Fig. 1: run 1, clock network drawn from the DEF
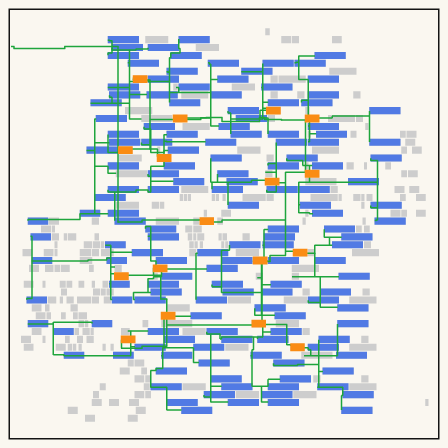
Fig. 2: run 1, routing congestion map
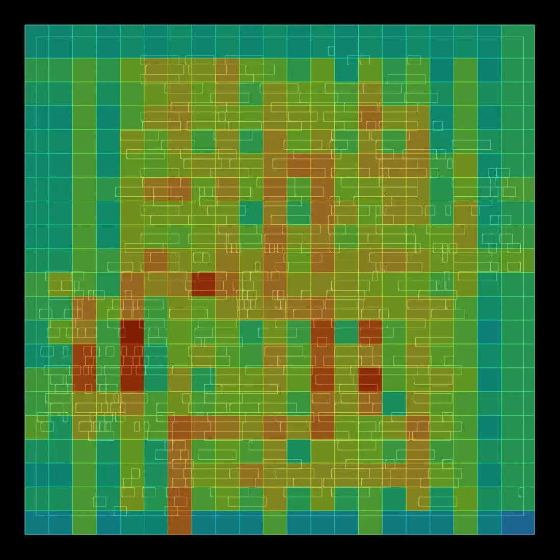
Fig. 3: run 1, ports around the boundary
Pins as bars across the die edge, other pins in grey.
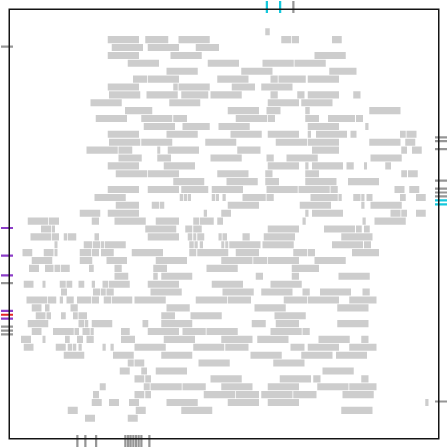
Design program_memory_flat, sky130hd; sources not shown.
==> impl_metrics.csv, run 1 <==
group,metric,value,unit
run_status,status,"finished clean",
cells_and_area,layout_top_cell,"edfxtp_1",
setup_path,worstPathRequired,4680,ps
synth,syn_inst,323,
clock_tree,cts_root_buf,"clkbuf_8",
worst_hold_path,hp-class,"reg -> reg",
die,coreArea,19600,um2
clock_tree,clock_tree.buffer_depth,2,
synth,ys_cells,323,
cells_and_area,n_all_buffers,38,
cells_and_area,inverters,6,
cells_and_area,buffer_area_frac,0.0515,
route,drc,0,
route,wl_met1,5.93,mm
cells_and_area,areaGrowthSynthToFinish,17.2,%
cells_and_area,diodes,0,
synth,synth_top_cell_by_count,"edfxtp_1",
cells_and_area,seq_share,0.619,
power,sw_frac_of_total,0.204,
clock_tree,path_clk_slew,80,ps
cells_and_area,comb_area_frac,0.215,
route,wl_met3,666,um
cells_and_area,largest_reg_flops,128,
synth,synthTopCellsByArea,"edfxtp_1 68%, mux4_2 6.7%, mux4_1 6.1%, dfxtp_1 4.7%, a22oi_1 2.5%",
power,ir_drop,0.145,mV
synth,xor_area_frac,0.00291,
synth,syn-num-nets,342,
route,maxUsedRoutingLayer,"met4",
synth,yosys.area_share.simple,0.0684,
power,power_frac_comb,0.047,
global_routing,grt_pass1_wl,19.5,mm
global_routing,grt_busiest_layer,"met2",
setup_path,reg2reg_depth,4,
cells_and_area,seq_cells,150,
cells_and_area,stdcell_count,643,
synth,ys_seq_share,0.726,
setup_path,crit_family,"buffers and inverters",
power,p_leak,2.34,nW
clock_tree,hold_buffers,0,
power,total_power,0.00245,W
cells_and_area,layout.nets,384,
synth,compound_area_frac,0.0470,
synth,syn_area,6010,um2
placement,place_ws,1950,ps
power,power.density,347,nW/um2
cells_and_area,final_area,7050,um2
route,vias,3003,
synth,async_flop_share,0,
synth,ys_warn_count,6,
synth,edf_count,136,
die,die_area,21800,um2
final_timing,rsz0062_at_grt,"no",
synth,synth.top_cells.by_count,"136 x edfxtp_1, 20 x a22oi_1, 19 x nor2_1, 18 x mux4_2",
global_routing,grt_max_degree,33,
clock_tree,cts_tree,"yes",
final_timing,hold_viol,0,
power,p_seq,0.00133,W
clock_tree,cts_buffers,17,
die,taps,265,
clock_tree,cts-resized-gates,0,
cells_and_area,nClkBuffers,18,
route,viasPerCell,4.67,
setup_path,crit_chain,"nor2b_1 -> clkdlybuf4s50_1",
synth,synth_top_cell_by_area,"edfxtp_1",
placement,place_inst,611,
global_routing,antenna_found_initial,0,
setup_path,worst_path_largest_cell_delay,1250,ps
power,seqPwrFrac,0.546,
placement,place.gp.congestion,0.723,
clock_tree,cts_htree_levels,4,
final_timing,worstMarginPinSlew,985,ps
die,rows,51,
clock_tree,cts_num_sinks,150,
worst_hold_path,holdPathStages,2,
global_routing,overflow,0,
route,wirelength,13.0,mm
final_timing,period_minus_slack,3210,ps
placement,dpl_cell_area,6590,um2
setup_path,start_kind,"register",
die,initCoreUtil,0.307,
cells_and_area,seqCellArea,4360,um2
synth,ys_sh_adder,0.00208,
cells_and_area,comb_cells,152,
cells_and_area,fin_util,0.360,
synth,syn_avg_cell_area,18.6,um2
setup_path,crit_buf_inv,1,
route,first_pass_iters,4,
die,io_pins,35,
final_timing,holdWs,467,ps
final_timing,fin_ws,1990,ps
run,maxCapViolations,0,
setup_path,critPathSlowestCell,"clkdlybuf4s50_1",
setup_path,crit_fanout,11,
power,p_int,0.00195,W
setup_path,critical_path_class,"reg -> out",
route,wl_met2,6.16,mm
cells_and_area,fillers,1868,
setup_path,r2r_slack,2810,ps
route,drt-initial-drc-count,189,
synth,ys_chip_area,6010,um2
setup_path,critical_path_depth,2,
cells_and_area,lay_top_cells,"136 x edfxtp_1, 32 x clkdlybuf4s50_1, 20 x a22oi_1",
Back to the opening pictures, Fig. 1:
- clock wires: green (length 1800 um)
- flip-flops: blue (count 150)
- clock-net drivers: orange (count 17)
- routed clock nets: 18
fraction of power consumed by the clock network: 0.408
clk pwr: 0.000997 W
Late-Pin Clk Latency: 440 ps
Clock Skews: 5.90 ps

Back to the opening pictures, Fig. 2:
GRT Total Usage: 0.125
Avg WL per Cell: 20.2 um
GR Util met3: 0.0359
met1 global-route usage: 0.168
met2 usage in global routing: 0.195

Back to the opening pictures, Fig. 3:
- `bus_prog_len`: purple (pins 5; direction output; edge left)
- `bus_fetch_addr`: cyan (pins 4; direction input; edge 2 top, 2 right)
- `bus_ld_valid`: red (pins 1; direction input; edge left)
- all pins by edge: 11 left, 11 bottom, 10 right, 3 top
PortBufs: 33
DIE WIDTH: 148 um
Die H: 148 um

Fig. 4: run 1, cells coloured by class
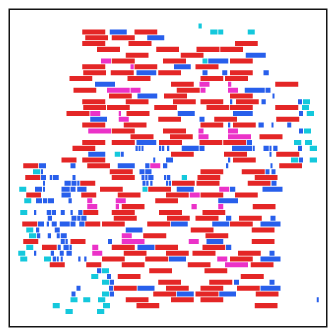

## Run 2: what changed since run 1
clock period = 3.3 ns   (was 5.2 ns; I/O delays follow)
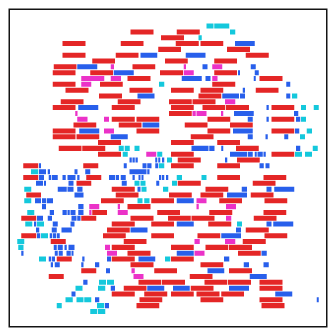
Fig. 5. Cells coloured by class (run 2).
- sequential cells: red (cells 150)
- remaining logic cells: blue (cells 158)
- clock drivers and dummy loads: magenta (cells 32)
- remaining buffers and delay cells: cyan (cells 53)
final design utilization: 0.359
sequential cell area share: 0.621
finished layout cell area: 7030 um2
core footprint: 19600 um2
Row Count: 51

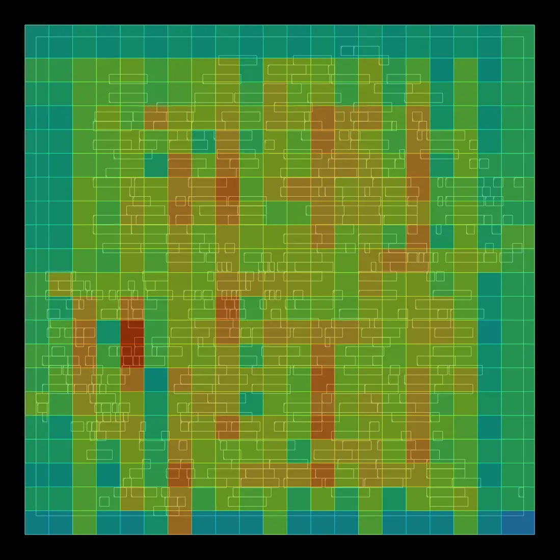
Fig. 6. Routing congestion map (run 2).
busiest grt layer: met2
GR Util met3: 0.0356
met2 usage in global routing: 0.200
Avg WL per Cell: 20.2 um
met1 global-route usage: 0.178

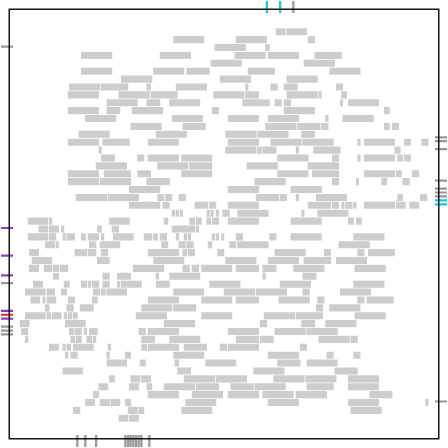
Fig. 7. Ports around the boundary (run 2).
Pins as bars across the die edge, other pins in grey.
- `bus_ld_valid`: red (pins 1; direction input; edge left)
- `bus_prog_len`: purple (pins 5; direction output; edge left)
- `bus_fetch_addr`: cyan (pins 4; direction input; edge 2 top, 2 right)
- all pins by edge: 11 left, 11 bottom, 10 right, 3 top

==> impl_metrics.csv, run 2 <==
group,metric,value,unit
synth,syn-num-nets,342,
synth,yosys.area_share.simple,0.0684,
synth,edf_count,136,
synth,synth-main-ff-cell,"edfxtp_1",
final_timing,fin_tns_setup,0,ps
clock_tree,cts_num_sinks,150,
cells_and_area,top_area_cell_class,"sequential cells",
setup_path,worst_path_largest_cell_delay,1140,ps
die,die_area,21800,um2
final_timing,period_minus_slack,2240,ps
route,wl_met3,421,um
route,viasPerCell,4.61,
power,power.density,502,nW/um2
synth,synth.distinct_cells,45,
cells_and_area,seq_cells,150,
final_timing,relSlewSlack,0.342,
global_routing,grt_pass1_wl,20.3,mm
die,chipHeight,148,um
power,total_power,0.00353,W
cells_and_area,clock_area_frac,0.0482,
cells_and_area,buffer_area_frac,0.0658,
cells_and_area,stdcell_count,658,
synth,synth_top_cell_by_area,"edfxtp_1",
route,antenna_left,0,
final_timing,slew_violations,0,
route,wl_met2,6.33,mm
cells_and_area,layout_top_cell,"edfxtp_1",
cells_and_area,mi_logic_area,1510,um2
die,taps,265,
setup_path,arrival,1910,ps
die,die_x,148,um
cells_and_area,inverters,6,
cells_and_area,areaGrowthSynthToFinish,16.9,%
synth,ys_warn_count,6,
die,io_pins,35,
clock_tree,clk_latency,440,ps
cells_and_area,comb_area_frac,0.215,
final_timing,fin_ws,1060,ps
setup_path,crit_fanout,2,
final_timing,holdWs,468,ps
synth,numSynthFlops,150,
cells_and_area,nClkBuffers,19,
route,drc,0,
route,drt-initial-drc-count,196,
clock_tree,hold_buffers,0,
power,power_frac_comb,0.054,
clock_tree,cts_post_setup_buffers_inserted,0,
setup_path,critPathSlowestCell,"clkdlybuf4s50_1",
route,wirelength,13.3,mm
die,initCoreUtil,0.307,
power,p_int,0.00277,W
power,p_seq,0.00210,W
clock_tree,clock_tree.buffer_depth,2,
synth,ys_seq_share,0.726,
route,wl_met1,6.42,mm
placement,hpwlAfterDp,8.70,mm
final_timing,period_used_share,0.680,
synth,ys_sh_adder,0.00208,
synth,compound_area_frac,0.0470,
setup_path,crit_buf_inv,1,
clock_tree,cts-resized-gates,0,
clock_tree,cts_root_buf,"clkbuf_8",
clock_tree,cts_htree_levels,4,
synth,synthTopCellsByArea,"edfxtp_1 68%, mux4_2 6.7%, mux4_1 6.1%, dfxtp_1 4.7%, a22oi_1 2.5%",
placement,portBuffers,33,
global_routing,antenna_found_initial,0,
synth,synth_top_cell_by_count,"edfxtp_1",
setup_path,start_kind,"register",
synth,ys_chip_area,6010,um2
placement,dpl_cell_area,6690,um2
global_routing,overflow,0,
cells_and_area,comb_cells,152,
final_timing,worstMarginPinSlew,984,ps
cells_and_area,seqCellArea,4360,um2
route,vias,3034,
synth,top_cell_area_share,0.679,
run_status,status,"finished clean",
setup_path,r2r_slack,1120,ps
cells_and_area,fillers,1857,
power,p_leak,2.39,nW
clock_tree,cts_tree,"yes",
global_routing,grt_max_degree,33,
cells_and_area,drive_gt1_frac,0.209,
power,seqPwrFrac,0.595,
global_routing,grt.total_usage,0.129,
synth,syn_avg_cell_area,18.6,um2
final_timing,finalSetupViolCount,0,
placement,place_inst,626,
cells_and_area,lay_top_cells,"136 x edfxtp_1, 29 x buf_4, 22 x clkdlybuf4s50_1",
final_timing,rsz0062_at_grt,"no",
setup_path,reg2reg_depth,4,
final_timing,fmax,0.446,GHz
power,ir_drop,0.219,mV
global_routing,first_global_vias,3161,
power,sw_frac_of_total,0.217,
setup_path,critical_path_class,"reg -> out",
setup_path,critical_path_depth,1,
synth,async_flop_share,0,
setup_path,crit_path_end_kind,"output port",
power,powerClk,0.00124,W
synth,ys_cells,323,
final_timing,hold_viol,0,
setup_path,worstPathRequired,2970,ps
route,first_pass_iters,4,
cells_and_area,diodes,0,
final_timing,fin_worst_skew,12.3,ps
synth,synth.top_cells.by_count,"136 x edfxtp_1, 20 x a22oi_1, 19 x nor2_1, 18 x mux4_2",
run,openroad.warnings,26,
setup_path,crit_family,"buffers and inverters",
synth,syn_area,6010,um2
synth,synth.comb.largest_family,"multiplexers",
synth,syn_inst,323,
clock_tree,cts_buffers,17,
synth,xor_area_frac,0.00291,
cells_and_area,n_all_buffers,53,
run,maxCapViolations,0,
setup_path,crit_chain,"clkdlybuf4s50_1",
power,p_comb,0.000190,W
route,maxUsedRoutingLayer,"met4",
worst_hold_path,holdPathStages,2,
placement,place.gp.congestion,0.724,
cells_and_area,layout.nets,399,
cells_and_area,largest_reg_flops,128,
power,p_sw,0.000767,W
synth,ys_sh_mux,0.130,
power,top_power_group,"registers",
placement,place_ws,659,ps
clock_tree,path_clk_slew,80,ps
worst_hold_path,hp-class,"reg -> reg",
power,clkPwrFrac,0.351,
Power and IR drop assume default switching activity.
